**src/rtl/vid_pkg.sv**
```systemverilog
// Shared definitions for the video timing to AXI4-Stream path: beat layout,
// FSM state encoding and default counter width.
package vid_pkg;

  localparam int CNT_W_DEF = 12;

  // A FIFO beat is {tuser, tlast, tdata}; the control bits sit above the pixel.
  localparam int BEAT_CTRL_W = 2;
  localparam int BEAT_LAST_OFS = 0;
  localparam int BEAT_USER_OFS = 1;

  typedef enum logic [1:0] {
    ST_IDLE   = 2'd0,
    ST_ARMED  = 2'd1,
    ST_ACTIVE = 2'd2
  } vid_state_t;

endpackage

```
**src/rtl/vid_sync_fifo.sv**
```systemverilog
// Synchronous first-word-fall-through FIFO. The head entry is held in an
// output register loaded from the storage array one cycle after it is written.
module vid_sync_fifo #(
  parameter int WIDTH = 26,
  parameter int DEPTH = 16
) (
  input  logic             vid_clk,
  input  logic             rst,
  input  logic             i_push,
  input  logic [WIDTH-1:0] i_data,
  input  logic             i_pop,
  output logic [WIDTH-1:0] o_data,
  output logic             o_full,
  output logic             o_empty
);

  localparam int AW = $clog2(DEPTH);
  localparam int CW = AW + 1;

  logic [WIDTH-1:0] r_mem [DEPTH];
  logic [AW-1:0]    r_wr_ptr;
  logic [AW-1:0]    r_rd_ptr;
  logic [CW-1:0]    r_count;
  logic             r_valid;
  logic [WIDTH-1:0] r_data;

  logic [CW-1:0]    w_used;
  logic             w_wr_en;
  logic             w_load;

  // Occupancy includes the entry already moved into the output register.
  assign w_used  = r_count + CW'(r_valid);
  assign o_full  = (w_used == CW'(DEPTH));
  assign o_empty = !r_valid;
  assign o_data  = r_data;

  // A pop frees a slot in the same cycle, so push-on-full-with-pop is accepted.
  assign w_wr_en = i_push && (!o_full || i_pop);
  assign w_load  = (!r_valid || i_pop) && (r_count != '0);

  always_ff @(posedge vid_clk) begin
    if (w_wr_en) begin
      r_mem[r_wr_ptr] <= i_data;
    end
  end

  always_ff @(posedge vid_clk) begin
    if (rst) begin
      r_wr_ptr <= '0;
      r_rd_ptr <= '0;
      r_count  <= '0;
      r_valid  <= 1'b0;
      r_data   <= '0;
    end else begin
      if (w_wr_en) begin
        r_wr_ptr <= r_wr_ptr + AW'(1);
      end
      if (w_load) begin
        r_data   <= r_mem[r_rd_ptr];
        r_rd_ptr <= r_rd_ptr + AW'(1);
        r_valid  <= 1'b1;
      end else if (i_pop) begin
        r_valid <= 1'b0;
      end
      case ({w_wr_en, w_load})
        2'b10:   r_count <= r_count + CW'(1);
        2'b01:   r_count <= r_count - CW'(1);
        default: r_count <= r_count;
      endcase
    end
  end

endmodule

```
**src/rtl/vid_timing2axis.sv**
```systemverilog
// Parallel video timing (vsync/de/data) to AXI4-Stream video with SOF/EOL
// marking, frame geometry measurement and a stall-absorbing output FIFO.
module vid_timing2axis
  import vid_pkg::*;
#(
  parameter int   DATA_W     = 24,
  parameter int   FIFO_DEPTH = 16,
  parameter int   CNT_W      = CNT_W_DEF,
  parameter logic VSYNC_POL  = 1'b1
) (
  input  logic              vid_clk,
  input  logic              rst,
  input  logic              vid_vsync,
  input  logic              vid_de,
  input  logic [DATA_W-1:0] vid_data,
  output logic [DATA_W-1:0] m_axis_tdata,
  output logic              m_axis_tvalid,
  output logic              m_axis_tuser,
  output logic              m_axis_tlast,
  input  logic              m_axis_tready,
  output logic [CNT_W-1:0]  frame_width,
  output logic [CNT_W-1:0]  frame_height,
  output logic              size_valid,
  output logic              overflow
);

  localparam int BEAT_W = DATA_W + BEAT_CTRL_W;
  localparam logic [CNT_W-1:0] CNT_MAX = '1;
  localparam logic [CNT_W-1:0] CNT_ONE = CNT_W'(1);

  vid_state_t        r_state;
  vid_state_t        w_state_next;
  logic              r_vs_prev;
  logic              r_hold_v;
  logic              r_hold_user;
  logic [DATA_W-1:0] r_hold_data;
  logic [CNT_W-1:0]  r_x_cnt;
  logic [CNT_W-1:0]  r_y_cnt;
  logic [CNT_W-1:0]  r_last_w;
  logic [CNT_W-1:0]  r_frame_w;
  logic [CNT_W-1:0]  r_frame_h;
  logic              r_size_valid;
  logic              r_overflow;

  logic              w_vs_act;
  logic              w_frame_ev;
  logic              w_cap;
  logic              w_sof;
  logic              w_push;
  logic              w_push_last;
  logic              w_pop;
  logic              w_fifo_full;
  logic              w_fifo_empty;
  logic [CNT_W-1:0]  w_line_len;
  logic [CNT_W-1:0]  w_y_inc;
  logic [CNT_W-1:0]  w_y_eff;
  logic [BEAT_W-1:0] w_push_beat;
  logic [BEAT_W-1:0] w_pop_beat;

  assign w_vs_act   = (vid_vsync == VSYNC_POL);
  assign w_frame_ev = w_vs_act && !r_vs_prev;

  // A pixel coinciding with a frame event already belongs to the new frame.
  always_comb begin
    w_state_next = r_state;
    w_cap        = 1'b0;
    w_sof        = 1'b0;
    if (w_frame_ev || (r_state != ST_IDLE)) begin
      w_sof = w_frame_ev || (r_state == ST_ARMED);
      w_cap = vid_de;
      if (vid_de) begin
        w_state_next = ST_ACTIVE;
      end else if (w_frame_ev) begin
        w_state_next = ST_ARMED;
      end
    end
  end

  // The held pixel always leaves next cycle; only its tlast depends on what follows.
  assign w_push      = r_hold_v;
  assign w_push_last = r_hold_v && (!vid_de || w_frame_ev);
  assign w_push_beat = {r_hold_user, w_push_last, r_hold_data};

  assign w_line_len = (r_x_cnt == CNT_MAX) ? CNT_MAX : (r_x_cnt + CNT_ONE);
  assign w_y_inc    = (r_y_cnt == CNT_MAX) ? CNT_MAX : (r_y_cnt + CNT_ONE);
  assign w_y_eff    = w_push_last ? w_y_inc : r_y_cnt;

  assign w_pop = m_axis_tvalid && m_axis_tready;

  always_ff @(posedge vid_clk) begin
    if (rst) begin
      r_state <= ST_IDLE;
    end else begin
      r_state <= w_state_next;
    end
  end

  always_ff @(posedge vid_clk) begin
    if (rst) begin
      // Treat vsync as already active so a sync held through reset is not an edge.
      r_vs_prev    <= 1'b1;
      r_hold_v     <= 1'b0;
      r_hold_user  <= 1'b0;
      r_hold_data  <= '0;
      r_x_cnt      <= '0;
      r_y_cnt      <= '0;
      r_last_w     <= '0;
      r_frame_w    <= '0;
      r_frame_h    <= '0;
      r_size_valid <= 1'b0;
      r_overflow   <= 1'b0;
    end else begin
      r_vs_prev <= w_vs_act;
      r_hold_v  <= w_cap;
      if (w_cap) begin
        r_hold_data <= vid_data;
        r_hold_user <= w_sof;
      end

      if (w_push) begin
        if (w_push_last) begin
          r_x_cnt  <= '0;
          r_last_w <= w_line_len;
        end else begin
          r_x_cnt <= w_line_len;
        end
      end

      r_size_valid <= 1'b0;
      if (w_frame_ev && (w_y_eff != '0)) begin
        r_frame_w    <= w_push_last ? w_line_len : r_last_w;
        r_frame_h    <= w_y_eff;
        r_size_valid <= 1'b1;
        r_y_cnt      <= '0;
      end else begin
        r_y_cnt <= w_y_eff;
      end

      if (w_push && w_fifo_full && !w_pop) begin
        r_overflow <= 1'b1;
      end
    end
  end

  vid_sync_fifo #(
    .WIDTH (BEAT_W),
    .DEPTH (FIFO_DEPTH)
  ) u_fifo (
    .vid_clk (vid_clk),
    .rst     (rst),
    .i_push  (w_push),
    .i_data  (w_push_beat),
    .i_pop   (w_pop),
    .o_data  (w_pop_beat),
    .o_full  (w_fifo_full),
    .o_empty (w_fifo_empty)
  );

  assign m_axis_tvalid = !w_fifo_empty;
  assign m_axis_tdata  = w_pop_beat[DATA_W-1:0];
  assign m_axis_tlast  = w_pop_beat[DATA_W + BEAT_LAST_OFS];
  assign m_axis_tuser  = w_pop_beat[DATA_W + BEAT_USER_OFS];

  assign frame_width  = r_frame_w;
  assign frame_height = r_frame_h;
  assign size_valid   = r_size_valid;
  assign overflow     = r_overflow;

endmodule

```
**config.mk**
```make
export PLATFORM = sky130hd
export DESIGN_NAME = vid_timing2axis
export DESIGN_NICKNAME = d
export VERILOG_FILES = /design/src/rtl/vid_pkg.sv /design/src/rtl/vid_sync_fifo.sv /design/src/rtl/vid_timing2axis.sv
export SDC_FILE = /design/constraint.sdc
export NUM_CORES = 1
export LEC_CHECK = 0
export CORE_MARGIN = 2
export CORE_UTILIZATION = 30
export CTS_CLUSTER_SIZE = 8
export DETAILED_ROUTE_END_ITERATION = 16
export HOLD_SLACK_MARGIN = 0.02
export PLACE_DENSITY = 0.56
export SYNTH_ARGS = -nofsm -noshare
export SYNTH_HDL_FRONTEND = slang
export SYNTH_SLANG_ARGS = --single-unit
```
**constraint.sdc**
```tcl
create_clock -name vid_clk -period 4.3 [get_ports vid_clk]
set_input_delay 0.86 -clock vid_clk [delete_from_list [all_inputs] [get_ports vid_clk]]
set_output_delay 0.86 -clock vid_clk [all_outputs]
set_load 0.01 [all_outputs]
```
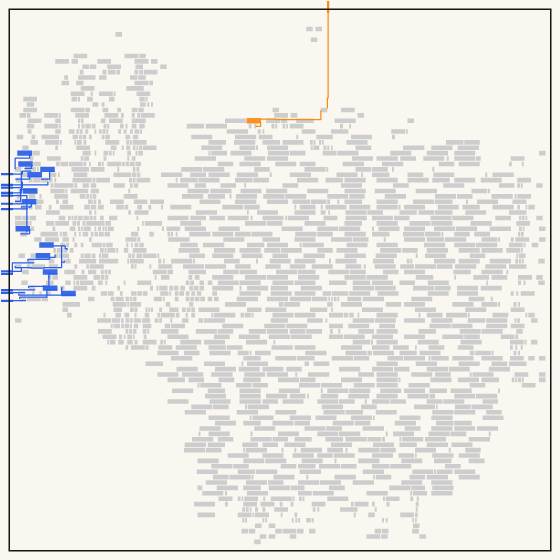
Figure 1: nets reached from selected ports.
color	port	direction	edge	end cells	buffers	wire
orange	m_axis_tlast	output	top	1	1	89.7 um
blue	frame_height	output	left	12	12	372 um
IO Count: 82
Port Buf Inserts: 81

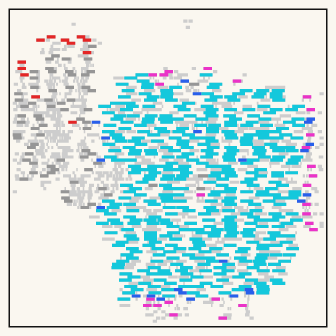
Figure 2: where the registers sit.
color	signal	flops
magenta	u_fifo.o_data	26
red	frame_width	12
cyan	u_fifo.r_mem	416
blue	r_hold_data	24
not colored	69
Seq/total area: 0.585
Reg area: 15,100 um^2

==> flow_summary.toml <==
# flow metrics
[hold_path]
holdPathStages = 2
min_path_type = "reg -> reg"
min_to = "u_fifo.o_data[0]"

[power_and_ir_drop]
power_leader = "sequential cells"
finalPower_mw = 14.3
vdd_drop_max_mv = 0.270
p_int_mw = 10.6
p_leak_nw = 8.24
p_sw_mw = 3.71
powerSeq_mw = 6.14
p_comb_mw = 2.46
combPwrFrac = 0.172
powerDensity_nw_per_um2 = 554
sw_frac_of_total = 0.259
pwr-share-seq = 0.428
pwr-share-clk = 0.400

[synthesis]
syn_avg_cell_area_um2 = 16.7
yosys_warnings = 0
synth_nets = 1328
ys_sh_aoi = 0.0499
ys_sh_simple = 0.0658
synthTopLogicFamily = "multiplexers"
topCellsByArea = "edfxtp_1, mux4_2, dfxtp_1, nand2_1, a21oi_1"
ys_seq_elements = 547
synth_area_um2 = 21600
yosys_cells = 1287
yosysChipArea_um2 = 21600
edf_count = 416
mux_share = 0.149
synthCells = 1287
largest_area_cell = "edfxtp_1"
synthArstFlopShare = 0
ys_types = 64
adder_share = 0.00697
netlist.area_leader.share = 0.580

[sta]
relSlewSlack = 0.437
fin_setup_tns_ps = 0
fin_skew_ps = 19.7
hold_viol = 0
finalCritPeriodShare = 0.853
drv_slew = 0
setup_ws_ps = 630
tightestPinTransition_ps = 823
setup_viol = 0
whs_ps = 451
max_freq_mhz = 272
period_needed_ps = 3670

[setup_path]
cp_data_arrival_time_ps = 4190
path_cells = "ha_1 -> ha_1 -> or2_2 -> o21ai_0 -> a31oi_1 -> o21a_1 -> inv_1 -> ha_1 -> xor2_1 -> ha_1 -> a21oi_1 -> o21bai_1 -> a22oi_1 -> o221a_2 -> or3_1 -> a21oi_1"
path_max_fanout = 17
rr_endpoint = "u_fifo.r_count[4]"
crit_start = "u_fifo.r_count[0]"
critPathLaunchType = "flop"
cp_slowest_stage_delay_ps = 370
crit_path_end_kind = "flop"
crit_type = "reg -> reg"
r2r_slack_ps = 630
crit-reg2reg-launch = "u_fifo.r_count[0]"

[detailed_routing]
avgViaCountPerCell = 4.85
met3_length_mm = 2.52
drtIter0Drc = 894
highest_layer = "met4"
drcViolationCount = 0
drt-met1-wl_mm = 22.5
met2WireLength_mm = 24.1
drtAntennaViolNets = 0

[final_layout]
n_all_buffers = 118
n_clock_buffer = 133
fin_area_um2 = 25900
drive_gt1_frac = 0.193
inverters = 11
layout_top_cells = "edfxtp_1, nand2_1, mux4_2"
utilization = 0.363
dominant-cell-class = "sequential cells"
fillCellCount = 6703
buf_share = 0.0434
logic_area_um2 = 6060
area_share_clock_buf_inv = 0.0901
multi_input_comb_cells = 644
layoutNonFillerInstCount = 2411
seq_cell_count = 547

[clocking]
cts_tree = "built"
clk_latency_ps = 610
cts_made_buffers = 79
cts_sinks = 547

[grt]
antenna_found_initial = 0
use_met1 = 0.185
grt_pass1_wl_mm = 75.7
use_met2 = 0.220
grt_pass1_vias = 12200
track_usage = 0.135
grt_max_degree = 72

[flow_run]
max-cap-violations = 0

[floorplan]
nWellTaps = 950
die_y_um = 272
chipArea_um2 = 74000

[run_status]
status = "finished, final reports clean"

[placement]
place.gp.congestion = 0.805
post-place-ws_ps = 306
dp_hpwl_mm = 26.5
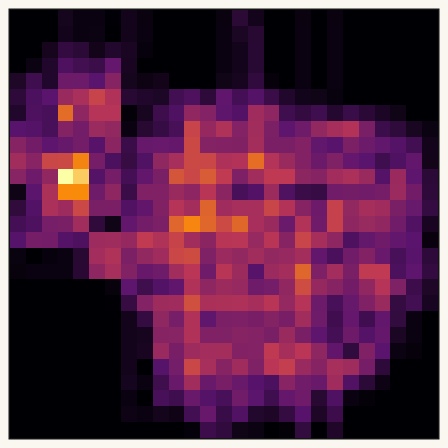
Figure 3: routed metal per tile.
27 x 27 tiles, from black (low) to pale yellow (high), scaled to the fullest tile. Values are wire area over tile area, all layers added.
tiles over half the peak	5.9%
fullest tile	0.51
emptiest ninth of the die	lower left
via count: 11,700
WL per Instance: 20.8 um

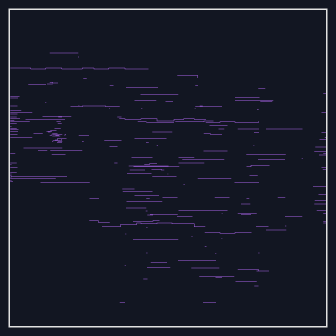
Figure 4: M3 wires.
longest straight run	47.6 um
main direction	horizontal
GR met3 Demand/Resource: 0.0281
routed wire length: 50.1 mm

Power and IR drop assume default switching activity.
